**src/rtl/button_debounce.sv**
```systemverilog
// Push-button conditioner: two-flop synchroniser plus per-channel debounce FSM with press/release pulses.
// Optional auto-repeat on held buttons is enabled by defining BUTTON_DEBOUNCE_REPEAT_EN.
module button_debounce #(
    parameter int unsigned NUM_BUTTONS   = 5,
    parameter logic [26:0] COUNT_STABLE  = 27'd763_932,
    parameter logic        PRESSED_LEVEL = 1'b1,
    parameter logic [26:0] REPEAT_DELAY  = 27'd19_098_300,
    parameter logic [26:0] REPEAT_PERIOD = 27'd3_819_660
) (
    input  logic                   clock,
    input  logic                   reset,
    input  logic [NUM_BUTTONS-1:0] btn_raw,
    output logic [NUM_BUTTONS-1:0] btn_level,
    output logic [NUM_BUTTONS-1:0] btn_press,
    output logic [NUM_BUTTONS-1:0] btn_release
);

    localparam int unsigned CNT_W = 27;
    localparam logic [CNT_W-1:0] COUNT_LAST = COUNT_STABLE - CNT_W'(1);

    typedef enum logic {
        ST_STABLE  = 1'b0,
        ST_PENDING = 1'b1
    } state_t;

    // Elaboration-time guards on the configuration
    if (COUNT_STABLE == 27'd0) begin : g_bad_count
        $error("button_debounce: COUNT_STABLE must be at least 1");
    end
    if (NUM_BUTTONS < 1 || NUM_BUTTONS > 16) begin : g_bad_width
        $error("button_debounce: NUM_BUTTONS must be 1..16");
    end
    if (REPEAT_DELAY == 27'd0 || REPEAT_PERIOD == 27'd0) begin : g_bad_repeat
        $error("button_debounce: REPEAT_DELAY and REPEAT_PERIOD must be non-zero");
    end

    logic [NUM_BUTTONS-1:0] sync1;
    logic [NUM_BUTTONS-1:0] sync2;
    logic [NUM_BUTTONS-1:0] sync_n;

    // Two-flop synchroniser; idles at the released pin level
    always_ff @(posedge clock or negedge reset) begin
        if (!reset) begin
            sync1 <= {NUM_BUTTONS{~PRESSED_LEVEL}};
            sync2 <= {NUM_BUTTONS{~PRESSED_LEVEL}};
        end else begin
            sync1 <= btn_raw;
            sync2 <= sync1;
        end
    end

    assign sync_n = PRESSED_LEVEL ? sync2 : ~sync2;

    for (genvar i = 0; i < NUM_BUTTONS; i++) begin : g_chan
        state_t           state;
        state_t           state_next;
        logic [CNT_W-1:0] count;
        logic [CNT_W-1:0] count_next;
        logic             level_q;
        logic             level_next;
        logic             press_q;
        logic             press_next;
        logic             release_q;
        logic             release_next;
        logic             mismatch;
        logic             do_flip;
`ifdef BUTTON_DEBOUNCE_REPEAT_EN
        logic [CNT_W-1:0] hold;
        logic [CNT_W-1:0] hold_next;
`endif

        assign mismatch = (sync_n[i] != level_q);

        always_comb begin
            state_next   = state;
            count_next   = count;
            level_next   = level_q;
            press_next   = 1'b0;
            release_next = 1'b0;
            do_flip      = 1'b0;
            case (state)
                ST_STABLE: begin
                    if (mismatch) begin
                        if (count == COUNT_LAST) begin
                            do_flip = 1'b1;
                        end else begin
                            count_next = count + CNT_W'(1);
                            state_next = ST_PENDING;
                        end
                    end
                end
                ST_PENDING: begin
                    if (!mismatch) begin
                        count_next = '0;
                        state_next = ST_STABLE;
                    end else if (count == COUNT_LAST) begin
                        do_flip = 1'b1;
                    end else begin
                        count_next = count + CNT_W'(1);
                    end
                end
                default: begin
                    count_next = '0;
                    state_next = ST_STABLE;
                end
            endcase
            if (do_flip) begin
                level_next   = sync_n[i];
                count_next   = '0;
                state_next   = ST_STABLE;
                press_next   = sync_n[i];
                release_next = ~sync_n[i];
            end
`ifdef BUTTON_DEBOUNCE_REPEAT_EN
            // Hold counter folds back to REPEAT_DELAY after each periodic repeat
            hold_next = '0;
            if (level_q && !do_flip) begin
                hold_next = hold + CNT_W'(1);
                if (hold_next == REPEAT_DELAY) begin
                    press_next = 1'b1;
                end else if ({1'b0, hold_next} == ((CNT_W+1)'(REPEAT_DELAY) + (CNT_W+1)'(REPEAT_PERIOD))) begin
                    press_next = 1'b1;
                    hold_next  = REPEAT_DELAY;
                end
            end
`endif
        end

        always_ff @(posedge clock or negedge reset) begin
            if (!reset) begin
                state     <= ST_STABLE;
                count     <= '0;
                level_q   <= 1'b0;
                press_q   <= 1'b0;
                release_q <= 1'b0;
`ifdef BUTTON_DEBOUNCE_REPEAT_EN
                hold      <= '0;
`endif
            end else begin
                state     <= state_next;
                count     <= count_next;
                level_q   <= level_next;
                press_q   <= press_next;
                release_q <= release_next;
`ifdef BUTTON_DEBOUNCE_REPEAT_EN
                hold      <= hold_next;
`endif
            end
        end

        assign btn_level[i]   = level_q;
        assign btn_press[i]   = press_q;
        assign btn_release[i] = release_q;
    end

endmodule

```
**config.mk**
```make
export PLATFORM = sky130hd
export DESIGN_NAME = button_debounce
export DESIGN_NICKNAME = d
export VERILOG_FILES = /design/src/rtl/button_debounce.sv
export SDC_FILE = /design/constraint.sdc
export NUM_CORES = 1
export LEC_CHECK = 0
export CORE_ASPECT_RATIO = 2
export CORE_UTILIZATION = 53
export DETAILED_ROUTE_END_ITERATION = 8
export PLACE_DENSITY = 0.85
export SLEW_MARGIN = 20
export SYNTH_ARGS = -nofsm -noshare
export SYNTH_HDL_FRONTEND = slang
export SYNTH_SLANG_ARGS = --single-unit
```
**constraint.sdc**
```tcl
create_clock -name clock -period 2.3 [get_ports clock]
set_clock_uncertainty 0.1 [all_clocks]
set_input_delay 0.46 -clock clock [delete_from_list [all_inputs] [get_ports clock]]
set_output_delay 0.46 -clock clock [all_outputs]
set_load 0.05 [all_outputs]
```
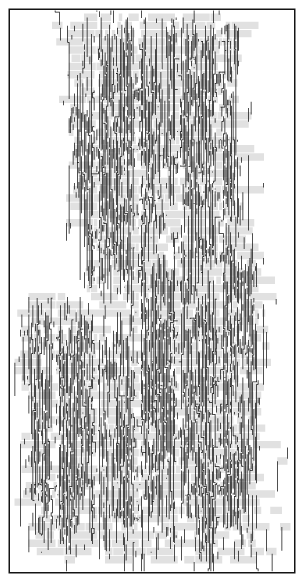
**Above:** run 1 (metal 2).
main direction: vertical
nets with wire on the layer: 942
wire length on this layer: 12500 um
share of all routed wire: 55%
longest straight run: 45.4 um

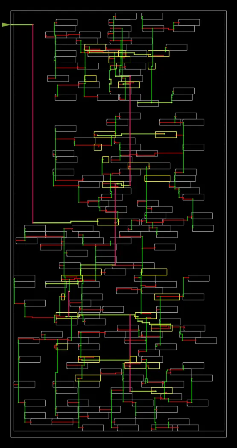
**Above:** run 1 (clock routing).
Seq Cell Count: 165
source-to-sink clock delay at the later pin of the worst-skew pair: 430 ps
Clock buffer cells: 21
CTS buffer count: 17
power drawn by the clock network: 3100 uW

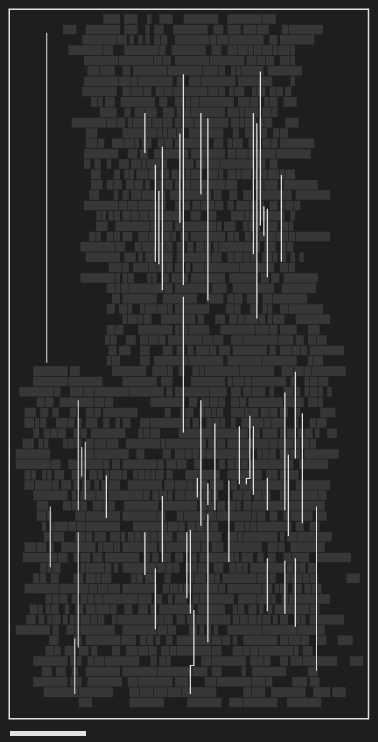
**Above:** run 1 (M4 wires).
The bar under the picture is 20 um long.
wire length on this layer: 1130 um
main direction: vertical
nets with wire on the layer: 44
share of all routed wire: 5.0%

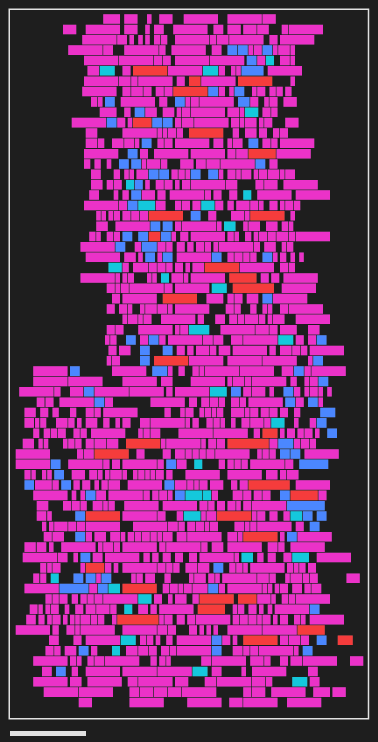
**Above:** run 1 (cells by drive strength).
The bar under the picture is 20 um long.
[_0 and _1 cells] magenta | cells: 902
[_3 and _4 cells] blue | cells: 95
[_6 and larger] red | cells: 33
[_2 cells] cyan | cells: 31

==> results.cfg, run 1 <==
; physical design summary
[pwr]
powerDensity_nw_per_um2 = 654
ir_worst_vdd_mv = 0.627
fin_total_pwr_uw = 6910
total_switching_power_uw = 1710
switching_share_pct = 24.8
clock_power_share_pct = 44.9
p_int_uw = 5200
p_leak_uw = 0.00453

[flow_run]
tool_warnings = 27
maxCapViolCount = 0

[final_timing]
worst_pin_slew_ps = 750
final.setup.worst_slack_ps = 48.6
fin_crit_sh_pct = 97.9
grt_setup_unrepaired = yes
hold_ws_ps = 254
fmax_mhz = 444
timing.setup.tns_ps = 0
max-slew-margin-rel_pct = 49.8
final_max_slew_viol_count = 0
post-route-min-period_ps = 2250
setup_viol = 0

[clock_network]
cts.sinks = 165
tritoncts = yes
clock_path_buffers = 2
clk_transition_reported_paths_ps = 70
ctsRootBufferMaster = clkbuf_16

[floorplanning]
die_extent_in_x_um = 94.0
i_o_pins = 22
die_h_um = 186
chip_area_um2 = 17500
rows = 67

[synthesis]
synth-edff-count = 0
syn_inst = 985
ys_cells = 985
synthesis.area_per_instance_um2 = 9.11
post-synth-top-count-cell = dfrtp_1
flop_cell = dfrtp_1
yosysTopAreaCell = dfrtp_1
synth_seq_share_pct = 46.0
yosysTopAreaCellShare_pct = 46.0
yosysWarningCount = 0
mappedNetlistNets = 997
synth_cell_types = 65
yosysChipArea_um2 = 8970
synth.top_cells.by_area = dfrtp_1, nand2_1, a31oi_1
post_synth_arst_share_pct = 100
area_of_the_mapped_netlist_um2 = 8970

[placement]
placement_stage_worst_setup_slack_ps = 44.7
gp_congestion = 0.921
hpwlAfterDp_um = 15200
io_buffers = 21

[critical_path]
cp-start-kind = register
worst-path-buf-inv = 1
worst_r2r_path_depth = 6
path_class = reg -> reg
worst_r2r_endpoint = g_chan[0].count[14]
worst_path_max_delay_cell = or4_4
worst_ep_required_time_ps = 2510
timing.critical_path.to_type = register
rr_startpoint = g_chan[0].count[5]
critical_path_peak_fanout = 25
cpPeakStageDelay_ps = 550

[global_route]
number_of_antenna_violations_at_the_first_check_in_global_routing = 0
pin_count_of_the_biggest_net_entering_global_routing = 51
residual_overflow_from_global_routing = 0
grtUsageTotal_pct = 27.0
vias_in_the_first_global_route = 8302

[layout]
layout-drive-gt1-share_pct = 15.0
layout.area.comb_um2 = 4480
sequential_cell_area_um2 = 4130
fin_nets = 1061
layout.filler_cells = 1288
fin_util_pct = 63.3
antennaDiodeCount = 0

[route]
drt-pass1-iter-count = 5
drtAntennaViolNets = 0
drc_errors = 0
detail_route.wl_per_cell_um = 17.7
drt_first_iter_violations = 625
drt_wl_total_um = 22500

[worst_hold_path]
hold_path_class = reg -> reg

[outcome]
run_status = finished, final reports clean
[run 1: cell families after synthesis]
family	share of synthesized area, %
flip-flops	46.0
XOR/XNOR	1.17
buffers and inverters	4.76
AND-OR/OR-AND	19.0
adder cells (fa/ha/maj)	0.697
AND/OR/NAND/NOR	26.2
multiplexers	2.11
[run 1: metrics by stage]
step / cell area, um2 / std cells
finish: 10600 / 1268
global route: 10600 / 1268
CTS: 10500 / 1265
detailed placement: 9810 / 1232
global placement: 9810 / 1232
floorplan: 8970 / 985
[run 1: routing by layer]
layer	track usage [%]	wire length (um)	share of wire [%]
met1	27.1	7950	35
met2	49.7	12500	55
met3	4.33	930	4.1
met4	18.3	1130	5.0
met5	0	0	0
[run 1: worst reg2reg max path, stage by stage, from the launching register on]
cell and delay [ps]:
dfrtp_1 380, or4_4 550, nor4_4 360, a41oi_4 240, buf_12 230, a21oi_1 160, mux2i_1 100
[run 1: final cells by class]
cell class,count,share of cell area (%)
multi-input combinational,731,42.5
timing repair buffer,110,9.03
inverter,24,0.877
clock inverter,10,1.60
tap,207,2.45
clock buffer,21,4.46
sequential,165,39.1
[run 1: power by group through the flow]
stage          combinational, uW  clock [uW]  sequential [uW]
6_report                     629        3100             3170
5_1_grt                      698        3230             3190
4_1_cts                      617        3130             3170
3_5_place_dp                 609           0             3220
3_3_place_gp                 591           0             3220
2_1_floorplan                355           0             3180
[run 1: cells in the final DEF (no fill, tap or decap), drive strengths merged, types with 7 or more instances in the layout]
master           n
a21o            22
a21oi           77
a22o            16
a31oi           66
a41oi           10
and2            11
and3            13
and4            11
buf             89
clkbuf          21
clkdlybuf4s50   18
dfrtp          165
inv             25
mux2             7
mux2i           11
nand2          113
nand2b          17
nand3           70
nand4           44
nor2            44
nor3            16
nor3b           11
nor4            29
nor4b            7
o211ai           8
o21ai           40
or2              8
or4             12
xnor2            7
[run 1: registers in the layout, summed over array words and instances (netlist names)]
register / flops
g_chan.release_q: 5
g_chan.level_q: 5
g_chan.count: 135
sync2: 5
sync1: 5
g_chan.state: 5
g_chan.press_q: 5
[run 1: how the worst max path moves through the flow]
stage / start / end / slack [ps] / cells past startpoint
5_1_grt: g_chan[4].count[6] / g_chan[4].count[3] / -30 / 8
3_5_place_dp: g_chan[0].count[8] / g_chan[0].count[12] / 40 / 6
6_report: g_chan[0].count[5] / g_chan[0].count[14] / 50 / 6
4_1_cts: g_chan[0].level_q / btn_level[0] / 10 / 1
2_1_floorplan: g_chan[0].count[8] / g_chan[0].count[0] / 90 / 6
3_3_place_gp: g_chan[4].count[0] / g_chan[4].count[26] / 110 / 6
[run 1: timing repair]
item,CTS,global route
pin swaps,1,3
resized,0,18
endpoints found under the hold margin,32,0
hold buffers,1,0
setup buffers,1,3
setup endpoints to repair,1,36
**Run 1: metal layers overlaid**

Two of the layers only.
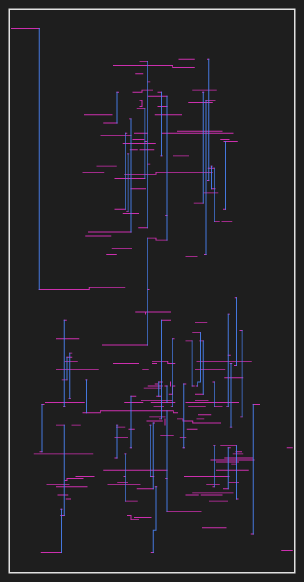

--- run 2 (diff from run 1) ---
--- a/config.mk
+++ b/config.mk
@@ -9,6 +9,7 @@
 export CORE_UTILIZATION = 53
 export DETAILED_ROUTE_END_ITERATION = 8
 export PLACE_DENSITY = 0.85
+export SKIP_LAST_GASP = 1
 export SLEW_MARGIN = 20
 export SYNTH_ARGS = -nofsm -noshare
 export SYNTH_HDL_FRONTEND = slang
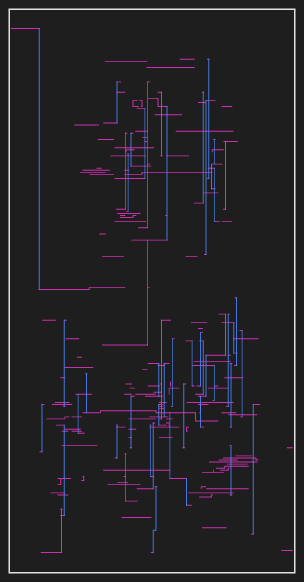
**Above:** run 2 (metal layers overlaid).
Two of the layers only.
[metal 4] blue | wire length: 1140 um
[metal 3] magenta | wire length: 912 um

==> run 2 against run 1 <==
Sequential share of layout area rose by 0.065 points. Non-clock buffer count did not move. Synthesized cell count did not move. Hold slack barely moved. First-iteration DRC count fell by 0.80%. Register-to-register slack barely moved. Utilization fell by 0.10 points. Die area did not move. Synthesized area did not move. Cell area fell by 0.17%.
==> results.cfg, run 2 <==
; physical design summary
[layout]
fin_nets = 1061
final_cell_mix = dfrtp_1, nand2_1, buf_4
layout.cells.most_common = dfrtp_1
layout-drive-gt1-share_pct = 14.6
largest-register = g_chan.count
layout.filler_cells = 1292
fin_util_pct = 63.2
antennaDiodeCount = 0
largest_reg_flops = 135

[synthesis]
synth.top_cells.by_area = dfrtp_1, nand2_1, a31oi_1
synth-edff-count = 0
synth_xor_xnor_area_share_pct = 1.17
yosysChipArea_um2 = 8970
synth_cell_types = 65
synth.cellmix.simpleShare_pct = 26.2
mappedNetlistNets = 997
syn_inst = 985
post_synth_arst_share_pct = 100
yosysTopAreaCell = dfrtp_1
synthAdderAreaFrac_pct = 0.697
flop_cell = dfrtp_1
synthesis.area_per_instance_um2 = 9.11
synth_seq_share_pct = 46.0
mux_share_pct = 2.11
post-synth-top-count-cell = dfrtp_1

[pwr]
ir_worst_vdd_mv = 0.625
p_leak_uw = 0.00453

[critical_path]
worst_path_max_delay_cell = nor4b_1
worst-path-buf-inv = 2
cp-start-kind = register
critical_path_peak_fanout = 15
cpPeakStageDelay_ps = 510
worst_ep_required_time_ps = 2520
crit_cells = 7
worst_r2r_path_depth = 7
timing.critical_path.to_type = register
path_class = reg -> reg

[placement]
io_buffers = 21
hpwlAfterDp_um = 15200
gp_congestion = 0.921

[floorplanning]
die_extent_in_x_um = 94.0
chip_area_um2 = 17500
fp_util_pct = 53.8
rows = 67

[final_timing]
setup_viol = 0
worst_pin_slew_ps = 758
timing.setup.tns_ps = 0
grt_setup_unrepaired = yes
fin_crit_sh_pct = 97.5
post-route-min-period_ps = 2240
final_max_slew_viol_count = 0
fmax_mhz = 446
max-slew-margin-rel_pct = 49.3

[route]
met1_length_um = 8000
drtAntennaViolNets = 0
drt-pass1-iter-count = 5
detail_route.wl_per_cell_um = 17.7
route.met3.wl_um = 911
drc_errors = 0
drt_first_iter_violations = 620

[flow_run]
tool_warnings = 27

[outcome]
run_status = finished, final reports clean

[clock_network]
clk_transition_reported_paths_ps = 60
cts_max_level = 4
source_to_sink_clock_delay_at_the_later_pin_of_the_worst_skew_pair_ps = 430
ctsRootBufferMaster = clkbuf_16
numCtsBuffers = 17
clock_path_buffers = 2
tritoncts = yes

[global_route]
pin_count_of_the_biggest_net_entering_global_routing = 51
grtUsageTotal_pct = 27.0
residual_overflow_from_global_routing = 0
vias_in_the_first_global_route = 8302
number_of_antenna_violations_at_the_first_check_in_global_routing = 0

[worst_hold_path]
hold_path_class = reg -> reg
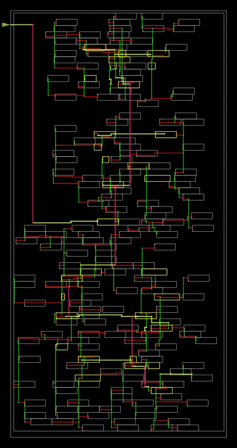
**Above:** run 2 (clock routing).
Clock Sinks: 165

==> run 2: final cells by class <==
type / count / area, um2 / share of cell area [%]
Timing Repair Buffer: 110 / 953 / 9.05
Multi-Input combinational cell: 731 / 4470 / 42.4
Clock buffer: 21 / 470 / 4.46
Sequential cell: 165 / 4130 / 39.2
Inverter: 24 / 92.6 / 0.879
Tap cell: 207 / 259 / 2.46
Clock inverter: 10 / 169 / 1.60
==> run 2: final timing paths <==
path                                     start                  end
max in group asynchronous                reset             sync1[1]
hold reg to reg                       sync1[2]             sync2[2]
min in group asynchronous                reset  g_chan[0].count[19]
hold / removal                        sync1[2]             sync2[2]
setup reg to reg           g_chan[3].count[10]   g_chan[3].count[8]
setup / recovery           g_chan[3].count[10]   g_chan[3].count[8]
==> run 2: cells by family (layout without fill, tap and decap cells) <==
kind of cell | Yosys count | after routing
AND-OR/OR-AND | 267 | 267
flip-flops | 165 | 165
buffers and inverters | 89 | 165
multiplexers | 18 | 18
adder cells (fa/ha/maj) | 5 | 5
XOR/XNOR | 12 | 12
AND/OR/NAND/NOR | 429 | 429
==> run 2: worst reg2reg max path, cell delays in order, from the launching register on <==
cell	delay, ps
dfrtp_1	390
nor4b_1	510
nand4_1	260
o21ai_2	210
clkinv_1	90
buf_4	190
a21o_1	160
a22o_1	210
==> run 2: through the flow <==
step / instance area (um2) / worst slack (ps) / cells / hold slack [ps]
final: 10500 / 57.1 / 1268 / 254
after global routing: 10500 / -69.6 / 1268 / 266
after CTS: 10500 / 12.7 / 1265 / 257
after detailed placement: 9810 / 44.7 / 1232 / 242
after global placement: 9810 / 105 / 1232 / 235
after floorplan: 8970 / 89.1 / 985 / 64.4
==> run 2: what timing repair did <==
item | 4_1_cts | 5_1_grt
setup endpoints to repair | 1 | 36
buffers inserted | 1 | 3
pin swaps | 1 | 3
gates resized | 0 | 14
hold buffers | 1 | 0
hold endpoints to repair | 32 | 0
==> run 2: layer usage <==
layer,up-vias,global-route usage (%)
met5,-,0
met4,0,18.3
met3,113,4.33
met2,330,49.7
met1,4036,27.1
li1,3820,-
==> run 2: power breakdown <==
part	total (uW)	switching [uW]	internal (uW)	leakage, uW
sequential	3170	157	3020	0.00225
clock	3100	1190	1910	0.000302
combinational	629	358	271	0.00198
Power and IR drop assume default switching activity.
